==> run_1/clock_map.png <==
Drawn at 6 px/µm.
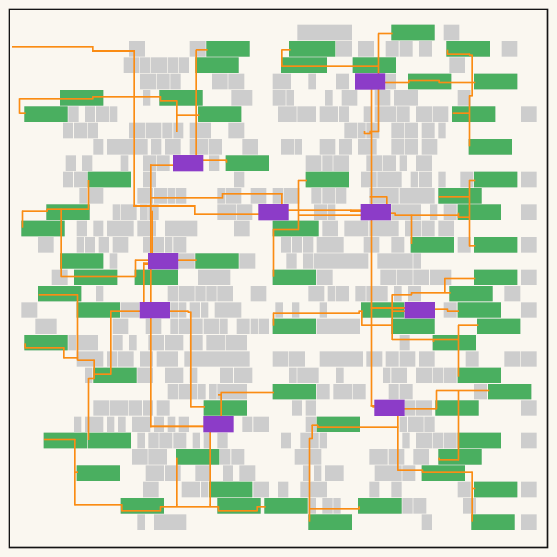
==> run_1/final_clocks.png <==
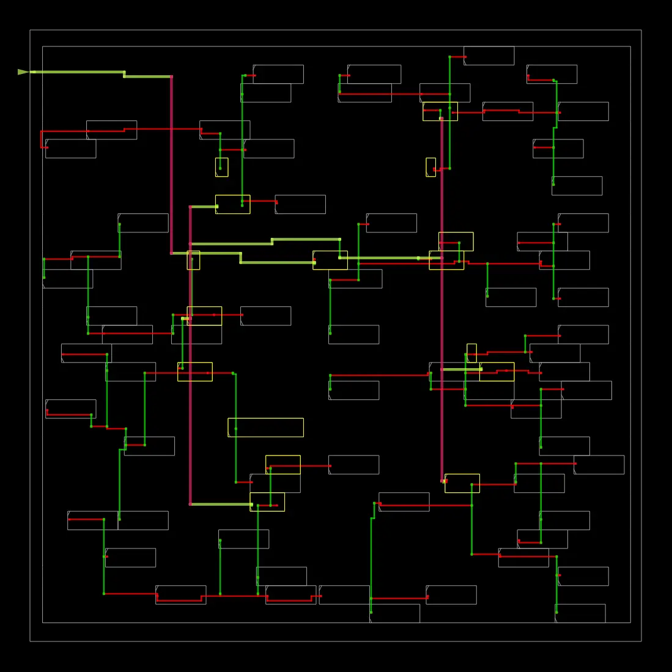
==> run_1/cell_classes.png <==
Drawn at 4 px/µm. Fill, decap, tap and diode cells in grey.
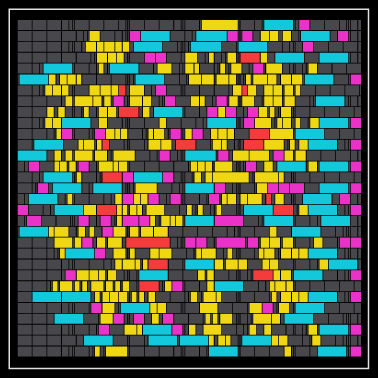
`config.mk`:
```
export PLATFORM = sky130hd
export DESIGN_NAME = vga_timing_generator
export DESIGN_NICKNAME = d
export VERILOG_FILES = /design/src/rtl/vga_timing_generator.sv
export SDC_FILE = /design/constraint.sdc
export NUM_CORES = 1
export LEC_CHECK = 0
export CAP_MARGIN = 15
export CORE_MARGIN = 1.5
export CORE_UTILIZATION = 40
export DETAILED_ROUTE_END_ITERATION = 7
export PLACE_DENSITY_LB_ADDON = 0.05
export SYNTH_ARGS = -nofsm -noshare
export SYNTH_HDL_FRONTEND = slang
export SYNTH_SLANG_ARGS = --single-unit
```
`constraint.sdc`:
```
create_clock -name clk -period 2 [get_ports clk]
set_clock_uncertainty 0.05 [all_clocks]
set_input_delay 0.2 -clock clk [delete_from_list [all_inputs] [get_ports clk]]
set_output_delay 0.2 -clock clk [all_outputs]
set_load 0.1 [all_outputs]
```
`src/rtl/vga_timing_generator.sv`:
```
// VGA horizontal/vertical timing generator with a pixel-tick divider,
// integer pixel scaling, registered sync/enable outputs and line/frame strobes.
module vga_timing_generator #(
    parameter int unsigned CLK_DIV  = 4,
    parameter int unsigned H_ACTIVE = 640,
    parameter int unsigned H_FP     = 16,
    parameter int unsigned H_SYNC   = 96,
    parameter int unsigned H_BP     = 48,
    parameter int unsigned V_ACTIVE = 480,
    parameter int unsigned V_FP     = 10,
    parameter int unsigned V_SYNC   = 2,
    parameter int unsigned V_BP     = 33,
    parameter int unsigned H_SCALE  = 5,
    parameter int unsigned V_SCALE  = 5,
    parameter int unsigned HPIX_W   = 8,
    parameter int unsigned VPIX_W   = 7,
    parameter bit          SYNC_POL = 1'b0
) (
    input  logic              clk,
    input  logic              reset,
    input  logic              enable,
    output logic              hsync,
    output logic              vsync,
    output logic [HPIX_W-1:0] hpixel,
    output logic [VPIX_W-1:0] vpixel,
    output logic              display_en,
    output logic              line_start,
    output logic              frame_start
);

    localparam int unsigned H_TOTAL = H_ACTIVE + H_FP + H_SYNC + H_BP;
    localparam int unsigned V_TOTAL = V_ACTIVE + V_FP + V_SYNC + V_BP;

    localparam int unsigned DIV_W = (CLK_DIV > 1) ? $clog2(CLK_DIV) : 1;
    localparam int unsigned HC_W  = (H_TOTAL > 1) ? $clog2(H_TOTAL) : 1;
    localparam int unsigned VC_W  = (V_TOTAL > 1) ? $clog2(V_TOTAL) : 1;
    localparam int unsigned HS_W  = (H_SCALE > 1) ? $clog2(H_SCALE) : 1;
    localparam int unsigned VS_W  = (V_SCALE > 1) ? $clog2(V_SCALE) : 1;

    localparam logic [DIV_W-1:0] DIV_LAST   = DIV_W'(CLK_DIV - 1);
    localparam logic [HC_W-1:0]  H_ACT_C    = HC_W'(H_ACTIVE);
    localparam logic [HC_W-1:0]  H_ACT_LAST = HC_W'(H_ACTIVE - 1);
    localparam logic [HC_W-1:0]  H_SYNC_S   = HC_W'(H_ACTIVE + H_FP);
    localparam logic [HC_W-1:0]  H_SYNC_E   = HC_W'(H_ACTIVE + H_FP + H_SYNC);
    localparam logic [HC_W-1:0]  H_LAST     = HC_W'(H_TOTAL - 1);
    localparam logic [VC_W-1:0]  V_ACT_C    = VC_W'(V_ACTIVE);
    localparam logic [VC_W-1:0]  V_ACT_LAST = VC_W'(V_ACTIVE - 1);
    localparam logic [VC_W-1:0]  V_SYNC_S   = VC_W'(V_ACTIVE + V_FP);
    localparam logic [VC_W-1:0]  V_SYNC_E   = VC_W'(V_ACTIVE + V_FP + V_SYNC);
    localparam logic [VC_W-1:0]  V_LAST     = VC_W'(V_TOTAL - 1);
    localparam logic [HS_W-1:0]  HSUB_LAST  = HS_W'(H_SCALE - 1);
    localparam logic [VS_W-1:0]  VSUB_LAST  = VS_W'(V_SCALE - 1);

    logic [DIV_W-1:0]  r_div;
    logic [HC_W-1:0]   r_hcnt;
    logic [VC_W-1:0]   r_vcnt;
    logic [HS_W-1:0]   r_hsub;
    logic [VS_W-1:0]   r_vsub;
    logic [HPIX_W-1:0] r_hpix;
    logic [VPIX_W-1:0] r_vpix;
    logic              r_pos_new;

    logic              r_hsync;
    logic              r_vsync;
    logic [HPIX_W-1:0] r_hpixel;
    logic [VPIX_W-1:0] r_vpixel;
    logic              r_display_en;
    logic              r_line_start;
    logic              r_frame_start;

    logic w_tick;
    logic w_h_wrap;
    logic w_v_wrap;
    logic w_h_act;
    logic w_v_act;
    logic w_h_sync;
    logic w_v_sync;
    logic w_line_start;

    // Pixel tick, wrap conditions and region decode of the current counters
    always_comb begin
        w_tick       = enable & (r_div == DIV_LAST);
        w_h_wrap     = w_tick & (r_hcnt == H_LAST);
        w_v_wrap     = w_h_wrap & (r_vcnt == V_LAST);
        w_h_act      = (r_hcnt < H_ACT_C);
        w_v_act      = (r_vcnt < V_ACT_C);
        w_h_sync     = (r_hcnt >= H_SYNC_S) && (r_hcnt < H_SYNC_E);
        w_v_sync     = (r_vcnt >= V_SYNC_S) && (r_vcnt < V_SYNC_E);
        w_line_start = r_pos_new & (r_hcnt == '0);
    end

    // Clock divider, raster position counters and new-position flag
    always_ff @(posedge clk) begin
        if (reset) begin
            r_div     <= '0;
            r_hcnt    <= '0;
            r_vcnt    <= '0;
            r_pos_new <= 1'b1;
        end else if (enable) begin
            r_pos_new <= w_tick;
            if (w_tick) begin
                r_div  <= '0;
                r_hcnt <= w_h_wrap ? '0 : r_hcnt + 1'b1;
                if (w_h_wrap) begin
                    r_vcnt <= w_v_wrap ? '0 : r_vcnt + 1'b1;
                end
            end else begin
                r_div <= r_div + 1'b1;
            end
        end
    end

    // Horizontal scaling: hpix steps once per H_SCALE active ticks.
    // The step on the last active pixel is suppressed so hpix never
    // passes H_ACTIVE/H_SCALE-1 while the blanking interval runs.
    always_ff @(posedge clk) begin
        if (reset) begin
            r_hsub <= '0;
            r_hpix <= '0;
        end else if (w_tick) begin
            if (w_h_wrap) begin
                r_hsub <= '0;
                r_hpix <= '0;
            end else if (w_h_act) begin
                if (r_hsub == HSUB_LAST) begin
                    r_hsub <= '0;
                    if (r_hcnt != H_ACT_LAST) begin
                        r_hpix <= r_hpix + 1'b1;
                    end
                end else begin
                    r_hsub <= r_hsub + 1'b1;
                end
            end
        end
    end

    // Vertical scaling: vpix steps once per V_SCALE active lines
    always_ff @(posedge clk) begin
        if (reset) begin
            r_vsub <= '0;
            r_vpix <= '0;
        end else if (w_h_wrap) begin
            if (w_v_wrap) begin
                r_vsub <= '0;
                r_vpix <= '0;
            end else if (w_v_act) begin
                if (r_vsub == VSUB_LAST) begin
                    r_vsub <= '0;
                    if (r_vcnt != V_ACT_LAST) begin
                        r_vpix <= r_vpix + 1'b1;
                    end
                end else begin
                    r_vsub <= r_vsub + 1'b1;
                end
            end
        end
    end

    // Registered output decode, idle values during reset or freeze
    always_ff @(posedge clk) begin
        if (reset || !enable) begin
            r_hsync       <= ~SYNC_POL;
            r_vsync       <= ~SYNC_POL;
            r_hpixel      <= '0;
            r_vpixel      <= '0;
            r_display_en  <= 1'b0;
            r_line_start  <= 1'b0;
            r_frame_start <= 1'b0;
        end else begin
            r_hsync       <= w_h_sync ? SYNC_POL : ~SYNC_POL;
            r_vsync       <= w_v_sync ? SYNC_POL : ~SYNC_POL;
            r_display_en  <= w_h_act & w_v_act;
            r_hpixel      <= (w_h_act & w_v_act) ? r_hpix : '0;
            r_vpixel      <= (w_h_act & w_v_act) ? r_vpix : '0;
            r_line_start  <= w_line_start;
            r_frame_start <= w_line_start & (r_vcnt == '0);
        end
    end

    assign hsync       = r_hsync;
    assign vsync       = r_vsync;
    assign hpixel      = r_hpixel;
    assign vpixel      = r_vpixel;
    assign display_en  = r_display_en;
    assign line_start  = r_line_start;
    assign frame_start = r_frame_start;

endmodule

```
==> results.cfg, run 1 <==
; implementation run metrics
[critical_path]
required_ns = 2.20
cpPeakStageDelay_ns = 0.53
crit_path_start = r_vsub[0]
slowest_stage = or4_4
rr_worst_depth = 6
crit_buf_inv = 1
r2r-start = r_vsub[0]

[grt]
use_met2 = 0.273
grt_pass1_vias = 2431
antenna_found_initial = 0
busiest_layer = met2
grt_pass1_wl_mm = 11.0
grt_start_max_net_pins = 17

[finish]
instances_no_fill = 514
layout.cells.most_common = buf_4
drive_above_1_share = 0.258
antenna_cells = 0
n_all_inverters = 14
fillCellCount = 675
utilization = 0.536

[power_and_ir_drop]
powerSeq_mw = 1.29
switchingPower_mw = 0.558
top_power_group = sequential cells
seqPwrFrac = 0.512
pg_comb_mw = 0.0921
p_per_area_nw_per_um2 = 646

[clocking]
clk_path_buf_depth = 2
tritoncts = built

[floorplan]
n_tap_cell = 99
die_h_um = 89.4
io_pins = 23
rows = 31

[timing]
relSlewSlack = 0.700
min_period_ns = 1.99
rsz0062_at_grt = true

[hold_path]
hold_class = flop to flop

[synth]
synth.top_cells.by_count = dfxtp_1, nand2_1, a21oi_1
async_reset_ff_frac = 0
synth.area.mux_share = 0.00670
netlist_instances = 345
logic_family = simple AND/OR/NAND/NOR gates
synth-edff-count = 0
synthTopCellsByArea = dfxtp_1, ha_1, a21oi_1

[placed_design]
place_ws_ns = -0.0914
port_buffers = 22
dp_cells = 495

[drt]
wl_per_cell_um = 12.9

[flow_run]
warnings = 32

[status]
status = finished, final reports clean
-- clock_map.png (at the start) --
Key: clock wires = orange [length 902 µm]; flip-flops = green [count 64]; cells driving clock nets = purple [count 9]
Position of the flops: spread over the die.
clk latency late pin: 0.34 ns
power in the clock group: 1.13 mW
Clock power frac: 0.451

-- final_clocks.png (at the start) --
clock buf count: 13
Flops: 64

-- cell_classes.png (at the start) --
Key: clock drivers and dummy loads = red [cells 16, share of their area 5.3%]; flip-flops = cyan [cells 64, share of their area 34%]; other buffers and delay cells = magenta [cells 74, share of their area 16%]; all other logic = yellow [cells 261, share of their area 45%]

==> run 2: changes to the inputs <==
GPL_TIMING_DRIVEN = 0   (was default)
==> run_2/cell_classes.png <==
Drawn at 4 px/µm. Fill, decap, tap and diode cells in grey.
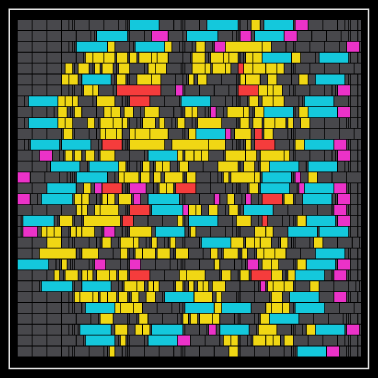
Key: other buffers and delay cells = magenta [cells 41, share of their area 8.6%]; flip-flops = cyan [cells 64, share of their area 37%]; clock drivers and dummy loads = red [cells 15, share of their area 5.3%]; all other logic = yellow [cells 261, share of their area 49%]

==> run 2 against run 1 <==
  * Largest power group unchanged
  * Total power fell by 2.2%
  * Core utilization shrank 3.1 points
  * Critical path type unchanged
  * Clock power shrank 4%
  * Register-to-register slack is essentially flat
  * Combinational power is 9.8% lower
  * Critical path depth is 2 lower
==> results.cfg, run 2 <==
; implementation run metrics
[status]
status = finished, final reports clean

[clocking]
clk_latency_ns = 0.34
tritoncts = built

[placed_design]
port_buffers = 21

[hold_path]
hold_class = input pin to flop

[power_and_ir_drop]
pg_comb_mw = 0.0831
seqPwrFrac = 0.525
p_clk_mw = 1.08
switchingPower_mw = 0.550
powerSeq_mw = 1.29

[synth]
synthTopCellsByArea = dfxtp_1, ha_1, a21oi_1
async_reset_ff_frac = 0
synth.area.mux_share = 0.00670

[critical_path]
slowest_stage = or4b_4

[finish]
drive_above_1_share = 0.163
utilization = 0.505
num-clock-buffers = 12

[drt]
wl_per_cell_um = 14.0

[grt]
grt_pass1_vias = 2354

[timing]
rsz0062_at_grt = true
==> run_2/clock_map.png <==
Drawn at 6 px/µm.
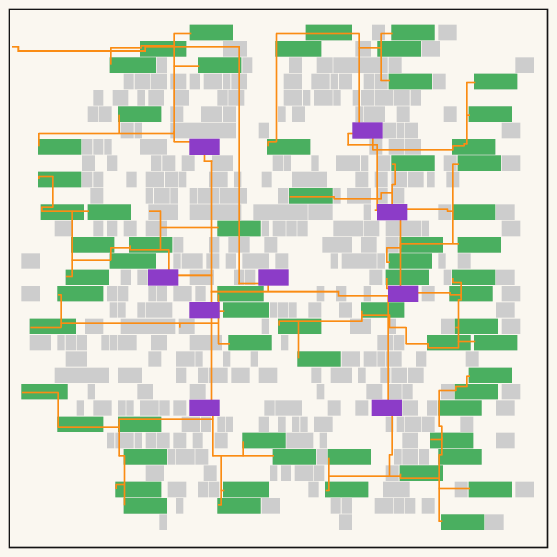
Key: flip-flops = green [count 64]; cells driving clock nets = purple [count 9]; clock wires = orange [length 840 µm]
Position of the flops: spread over the die.

Power is estimated from default activity; no workload was simulated.
